[src/rtl/wb_stage_multi.sv]
// wb_stage_multi: multi-lane write-back stage.
//
// Captures LANES parallel MEM results into one flushable, stallable WB register.
// For each lane it then:
//   - extends load data,
//   - selects the write-back result,
//   - qualifies the register-file write enable.
// Within a bundle, same-destination writes are resolved in favour of the
// highest-index (youngest) lane.
// A retire counter adds each bundle's valid-lane count exactly once. The
// "fresh" flag marks a loaded bundle that has not been counted yet; a DCache
// stall (wb_diswr) defers the count until the stall clears.
//
// Optional build macro GENSHIN_WB_TRACE_EN adds the flattened debug_wb_*
// ports that feed the golden-trace comparator.

module wb_stage_multi #(
    parameter int LANES  = 2,
    parameter int DATA_W = 32,
    parameter int REG_AW = 5,
    parameter int CNT_W  = 32
) (
    input  logic                      clk,
    input  logic                      resetn,
    input  logic                      wb_flush,
    input  logic                      wb_wr,
    input  logic                      wb_diswr,
    input  logic [LANES-1:0]          mem_valid,
    input  logic [LANES-1:0]          mem_regwr,
    input  logic [LANES*DATA_W-1:0]   mem_pc,
    input  logic [LANES*DATA_W-1:0]   mem_aluout,
    input  logic [LANES*DATA_W-1:0]   mem_outb,
    input  logic [LANES*DATA_W-1:0]   mem_dmout,
    input  logic [LANES*3-1:0]        mem_loadtype,
    input  logic [LANES*2-1:0]        mem_wbsel,
    input  logic [LANES*REG_AW-1:0]   mem_dst,
    output logic [LANES*DATA_W-1:0]   wb_result,
    output logic [LANES*REG_AW-1:0]   wb_dst,
    output logic [LANES-1:0]          wb_regwr,
    output logic [LANES-1:0]          wb_we,
    output logic [LANES*DATA_W-1:0]   wb_pc,
    output logic [LANES-1:0]          wb_valid,
    output logic [CNT_W-1:0]          wb_retire_cnt
`ifdef GENSHIN_WB_TRACE_EN
    ,
    output logic [LANES*DATA_W-1:0]   debug_wb_pc,
    output logic [LANES*4-1:0]        debug_wb_rf_wen,
    output logic [LANES*REG_AW-1:0]   debug_wb_rf_wnum,
    output logic [LANES*DATA_W-1:0]   debug_wb_rf_wdata
`endif
);

    // Empty-register result select is ALU (value 0), so an idle or reset lane
    // presents 0 rather than PC+8.
    localparam logic [LANES*2-1:0] SEL_IDLE = {LANES{2'b01}};

    logic [LANES-1:0]        valid_q, valid_d;
    logic [LANES-1:0]        regwr_q, regwr_d;
    logic [LANES*DATA_W-1:0] pc_q, pc_d;
    logic [LANES*DATA_W-1:0] alu_q, alu_d;
    logic [LANES*DATA_W-1:0] outb_q, outb_d;
    logic [LANES*DATA_W-1:0] dm_q, dm_d;
    logic [LANES*3-1:0]      lt_q, lt_d;
    logic [LANES*2-1:0]      sel_q, sel_d;
    logic [LANES*REG_AW-1:0] dst_q, dst_d;
    logic                    fresh_q, fresh_d;
    logic [CNT_W-1:0]        cnt_q, cnt_d;
    logic                    count_now;

    function automatic logic [CNT_W-1:0] popcnt(input logic [LANES-1:0] v);
        logic [CNT_W-1:0] s;
        s = '0;
        for (int k = 0; k < LANES; k++) begin
            s = s + CNT_W'(v[k]);
        end
        return s;
    endfunction

    // Little-endian sub-word extract plus sign/zero extension.
    // Size 2'b11 is not a legal encoding and is treated like a word.
    function automatic logic [DATA_W-1:0] load_ext(
        input logic [DATA_W-1:0] dm,
        input logic [1:0]        addr_lo,
        input logic [2:0]        lt
    );
        logic [7:0]        b;
        logic [15:0]       h;
        logic [DATA_W-1:0] r;
        case (addr_lo)
            2'd0:    b = dm[7:0];
            2'd1:    b = dm[15:8];
            2'd2:    b = dm[23:16];
            default: b = dm[31:24];
        endcase
        h = addr_lo[1] ? dm[31:16] : dm[15:0];
        case (lt[1:0])
            2'b00:   r = lt[2] ? {{(DATA_W-8){b[7]}}, b}   : {{(DATA_W-8){1'b0}}, b};
            2'b01:   r = lt[2] ? {{(DATA_W-16){h[15]}}, h} : {{(DATA_W-16){1'b0}}, h};
            default: r = dm;
        endcase
        return r;
    endfunction

    // Next-state for the WB register, fresh flag and retire counter.
    always_comb begin
        valid_d   = valid_q;
        regwr_d   = regwr_q;
        pc_d      = pc_q;
        alu_d     = alu_q;
        outb_d    = outb_q;
        dm_d      = dm_q;
        lt_d      = lt_q;
        sel_d     = sel_q;
        dst_d     = dst_q;
        // The outgoing bundle is counted on this edge even if a new bundle
        // loads or a flush lands at the same edge.
        count_now = fresh_q & ~wb_diswr;
        cnt_d     = count_now ? cnt_q + popcnt(valid_q) : cnt_q;
        fresh_d   = count_now ? 1'b0 : fresh_q;
        if (wb_flush) begin
            valid_d = '0;
            regwr_d = '0;
            pc_d    = '0;
            alu_d   = '0;
            outb_d  = '0;
            dm_d    = '0;
            lt_d    = '0;
            sel_d   = SEL_IDLE;
            dst_d   = '0;
            fresh_d = 1'b0;
        end else if (wb_wr) begin
            valid_d = mem_valid;
            regwr_d = mem_regwr;
            pc_d    = mem_pc;
            alu_d   = mem_aluout;
            outb_d  = mem_outb;
            dm_d    = mem_dmout;
            lt_d    = mem_loadtype;
            sel_d   = mem_wbsel;
            dst_d   = mem_dst;
            fresh_d = 1'b1;
        end
    end

    // WB register, fresh flag and counter, cleared asynchronously.
    always_ff @(posedge clk or negedge resetn) begin
        if (!resetn) begin
            valid_q <= '0;
            regwr_q <= '0;
            pc_q    <= '0;
            alu_q   <= '0;
            outb_q  <= '0;
            dm_q    <= '0;
            lt_q    <= '0;
            sel_q   <= SEL_IDLE;
            dst_q   <= '0;
            fresh_q <= 1'b0;
            cnt_q   <= '0;
        end else begin
            valid_q <= valid_d;
            regwr_q <= regwr_d;
            pc_q    <= pc_d;
            alu_q   <= alu_d;
            outb_q  <= outb_d;
            dm_q    <= dm_d;
            lt_q    <= lt_d;
            sel_q   <= sel_d;
            dst_q   <= dst_d;
            fresh_q <= fresh_d;
            cnt_q   <= cnt_d;
        end
    end

    // Per-lane result mux, conflict detection and final write enable.
    always_comb begin
        wb_result = '0;
        wb_we     = '0;
        for (int i = 0; i < LANES; i++) begin
            logic conflict;
            case (sel_q[i*2 +: 2])
                2'b00:   wb_result[i*DATA_W +: DATA_W] = pc_q[i*DATA_W +: DATA_W] + DATA_W'(8);
                2'b01:   wb_result[i*DATA_W +: DATA_W] = alu_q[i*DATA_W +: DATA_W];
                2'b10:   wb_result[i*DATA_W +: DATA_W] = outb_q[i*DATA_W +: DATA_W];
                default: wb_result[i*DATA_W +: DATA_W] = load_ext(dm_q[i*DATA_W +: DATA_W],
                                                                  alu_q[i*DATA_W +: 2],
                                                                  lt_q[i*3 +: 3]);
            endcase
            conflict = 1'b0;
            for (int j = 0; j < LANES; j++) begin
                if (j > i && valid_q[j] && regwr_q[j] &&
                    dst_q[j*REG_AW +: REG_AW] == dst_q[i*REG_AW +: REG_AW]) begin
                    conflict = 1'b1;
                end
            end
            wb_we[i] = valid_q[i] & regwr_q[i] & (dst_q[i*REG_AW +: REG_AW] != '0) &
                       ~wb_diswr & ~conflict;
        end
    end

    assign wb_dst        = dst_q;
    assign wb_regwr      = regwr_q;
    assign wb_pc         = pc_q;
    assign wb_valid      = valid_q;
    assign wb_retire_cnt = cnt_q;

`ifdef GENSHIN_WB_TRACE_EN
    // Trace ports mirror the committed write per lane.
    always_comb begin
        debug_wb_rf_wen = '0;
        for (int i = 0; i < LANES; i++) begin
            debug_wb_rf_wen[i*4 +: 4] = {4{wb_we[i]}};
        end
    end

    assign debug_wb_pc       = pc_q;
    assign debug_wb_rf_wnum  = dst_q;
    assign debug_wb_rf_wdata = wb_result;
`endif

endmodule

[config.mk]
export PLATFORM = sky130hd
export DESIGN_NAME = wb_stage_multi
export DESIGN_NICKNAME = d
export VERILOG_FILES = /design/src/rtl/wb_stage_multi.sv
export SDC_FILE = /design/constraint.sdc
export NUM_CORES = 1
export LEC_CHECK = 0
export ABC_CLOCK_PERIOD_IN_PS = 2640
export CORE_MARGIN = 2
export CORE_UTILIZATION = 44
export DETAILED_ROUTE_END_ITERATION = 16
export PLACE_DENSITY = 0.77
export SYNTH_ARGS = -nofsm -noshare
export SYNTH_HDL_FRONTEND = slang
export SYNTH_SLANG_ARGS = --single-unit
[constraint.sdc]
create_clock -name clk -period 2.64 [get_ports clk]
set_clock_uncertainty 0.1 [all_clocks]
set_input_delay 0.66 -clock clk [delete_from_list [all_inputs] [get_ports clk]]
set_output_delay 0.66 -clock clk [all_outputs]
set_load 0.01 [all_outputs]
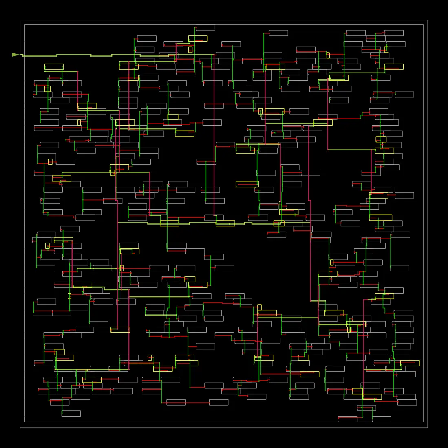
*Clock routing*
flip-flops: 313
TritonCTS Buffers: 37
Clock group: 5.16 mW
clk_lat worst skew: 0.53 ns
TritonCTS sink count: 313

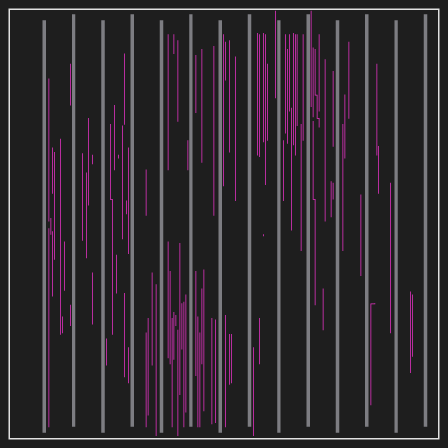
*Met4 routing*
Supply wires on this layer in grey.
The longest straight run is 91.8 um. 89 nets have wire on it. The wires run mostly vertical.

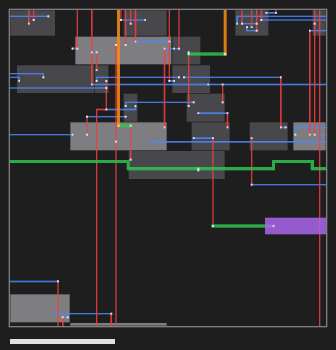
*A small window of the routed layout*
Bar = 10 um. Window x 84 to 114, y 84 to 114 um. Cells in grey, sequential cells in the stronger grey; small squares are vias.
Key: blue = met1; orange = met4; purple = met5; green = met3; red = met2
15 logic cells have their middle in the window. Most frequent: dfrtp_1 (3). Sequential cells in the window: 3. Netlist names of flops here include `wb_pc` (2), `outb_q` (1).

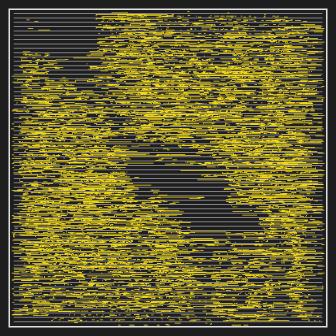
*Signal wires on met1*
Supply wires on this layer in grey.
The longest straight run is 90.2 um. The wires run mostly horizontal.

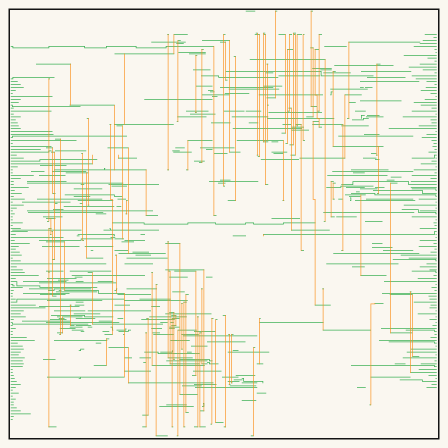
*Wiring by layer*
Only two layers are drawn.
Key: orange = met4 [wire length 4,120 um]; green = met3 [wire length 6,030 um]

==> repair_timing <==
action | CTS | global route
setup buffers | 71 | 33
resized | 475 | 96
pin swaps | 88 | 59
hold buffers | 1 | 0
gates cloned | 5 | 0
setup endpoints to repair | 66 | 65
endpoints found under the hold margin | 34 | 0
==> power by group through the flow <==
stage	combinational [mW]	sequential (mW)	clock (mW)
after CTS	3.05	5.30	5.20
after detailed placement	2.86	5.37	0
after global placement	2.83	5.36	0
after global routing	3.37	5.34	5.40
after floorplan	1.09	5.39	0
final	3.19	5.32	5.16
==> metrics by stage <==
step                      utilization, %  hold slack, ns
after floorplan                        -          0.2644
after global placement             63.44          0.3616
after detailed placement           63.44          0.3740
after CTS                          70.20          0.3841
after global routing               71.80          0.4019
final                              71.82          0.3776
==> results.toml <==
# flow metrics
[synthesis]
synthAoiAreaFrac_pct = 10.57
ys_cells = 1663
top_cell_area_share_pct = 46.95
seq_area_frac_synth_pct = 47.27
common_cells = "nor2_1 (315), dfrtp_1 (311), mux2i_1 (284), nand2_1 (109), clkbuf_1 (86)"
edf_count = 0
ys_warn_count = 0
synth.avg_cell_area_um2 = 9.967
ys_types = 67
synthArstFlopShare_pct = 100.0
ys_sh_mux_pct = 19.46
topCellsByArea = "dfrtp_1 (47%), mux2i_1 (17%), nor2_1 (7.1%)"
floorplan.nets = 1952
xor_area_share_pct = 3.488
yosys.area.top_type = "dfrtp_1"
yosysMostFrequentCell = "nor2_1"
synth-adder-area-share_pct = 0.3472

[sta]
period_used_pct = 126.6
setup_viol = 64
tns_ns = -34.53
rsz0062_at_grt = "yes"
finalHoldViolCount = 0
fmax_ghz = 0.2991
fin_ws_ns = -0.7034
final.min_clock_period_ns = 3.343
worst_pin_slew_ns = 0.5159

[worst_setup_path]
setup.worst_path.start_class = "flop"
path_buffers = 2
timing.rr.end = "wb_retire_cnt[20]"
cp.depth = 7
crit_path_end = "wb_result[29]"
reg2reg_depth = 10
r2r_slack_ns = 0.25
cp_slowest_cell = "or4b_4"
cp_slowest_stage_delay_ns = 0.52
crit_path_start = "wb_pc[11]"
worstPathRequired_ns = 1.88
end_kind = "output pin"
crit_type = "flop to output pin"
crit_family = "simple AND/OR/NAND/NOR gates"

[cells_and_area]
areaGrowthSynthToFinish_pct = 62.05
regArea_mm2 = 0.007849
instances_no_fill = 2951
final_cell_mix = "clkdlybuf4s50_1 (391), nor2_1 (309), dfrtp_1 (300)"
drive_gt1_share_pct = 28.44
lay_top_count = "clkdlybuf4s50_1"
comb_area_mm2 = 0.009329
largest_cell_class = "logic gates"
signal_buffers = 826
clockBufferCount = 51
nonClkBufAreaFrac_pct = 28.71
comb_cells = 1202
nets = 2698
num-nonclk-inverters = 29
num_antenna_cells = 7
final_cell_area_mm2 = 0.02686

[route]
avgRoutedWirePerCell_um = 23.09
drt_iter0_markers = 1386
via_per_inst = 5.754
drt_first_pass_iters = 6
num_vias = 16980
ant_nets = 0
drt-met1-wl_um = 25680
drcViolationCount = 0
highest_layer = "met5"

[global_routing]
grt_usage_pct = 33.62
use_met1_pct = 42.16
grt.overflow.total = 0
grt_pass1_vias = 17150
use_met3_pct = 6.455
antenna_found_initial = 9
use_met2_pct = 54.47
top_usage_layer = "met2"

[run_status]
status = "finished with violations"
failed_checks = "negative setup slack"

[die]
dieArea_mm2 = 0.03924
rows = 71
fp_util_pct = 44.32
die_w_um = 198.1
die_h_um = 198.1

[job]
maxCapViolations = 0
warning_count = 29

[pwr]
pwr-share-comb_pct = 23.4
power_density_mw_per_mm2 = 508.9
pwr-share-seq_pct = 38.9
total_power_mw = 13.67
p_leak_nw = 12.35

[place]
place_ws_ns = -0.8776
dp_cells = 2790
place_congestion = 0.9707

[min_path]
min_to = "wb_retire_cnt[31]"
whs_path_depth = 1
hp-class = "flop to flop"
worstHoldStart = "wb_retire_cnt[31]"

[clock_network]
clk_pin_slew_ns = 0.06
ctsHtreeMaxLevel = 2
root_buffer = "clkbuf_16"
Power and IR drop assume default switching activity.
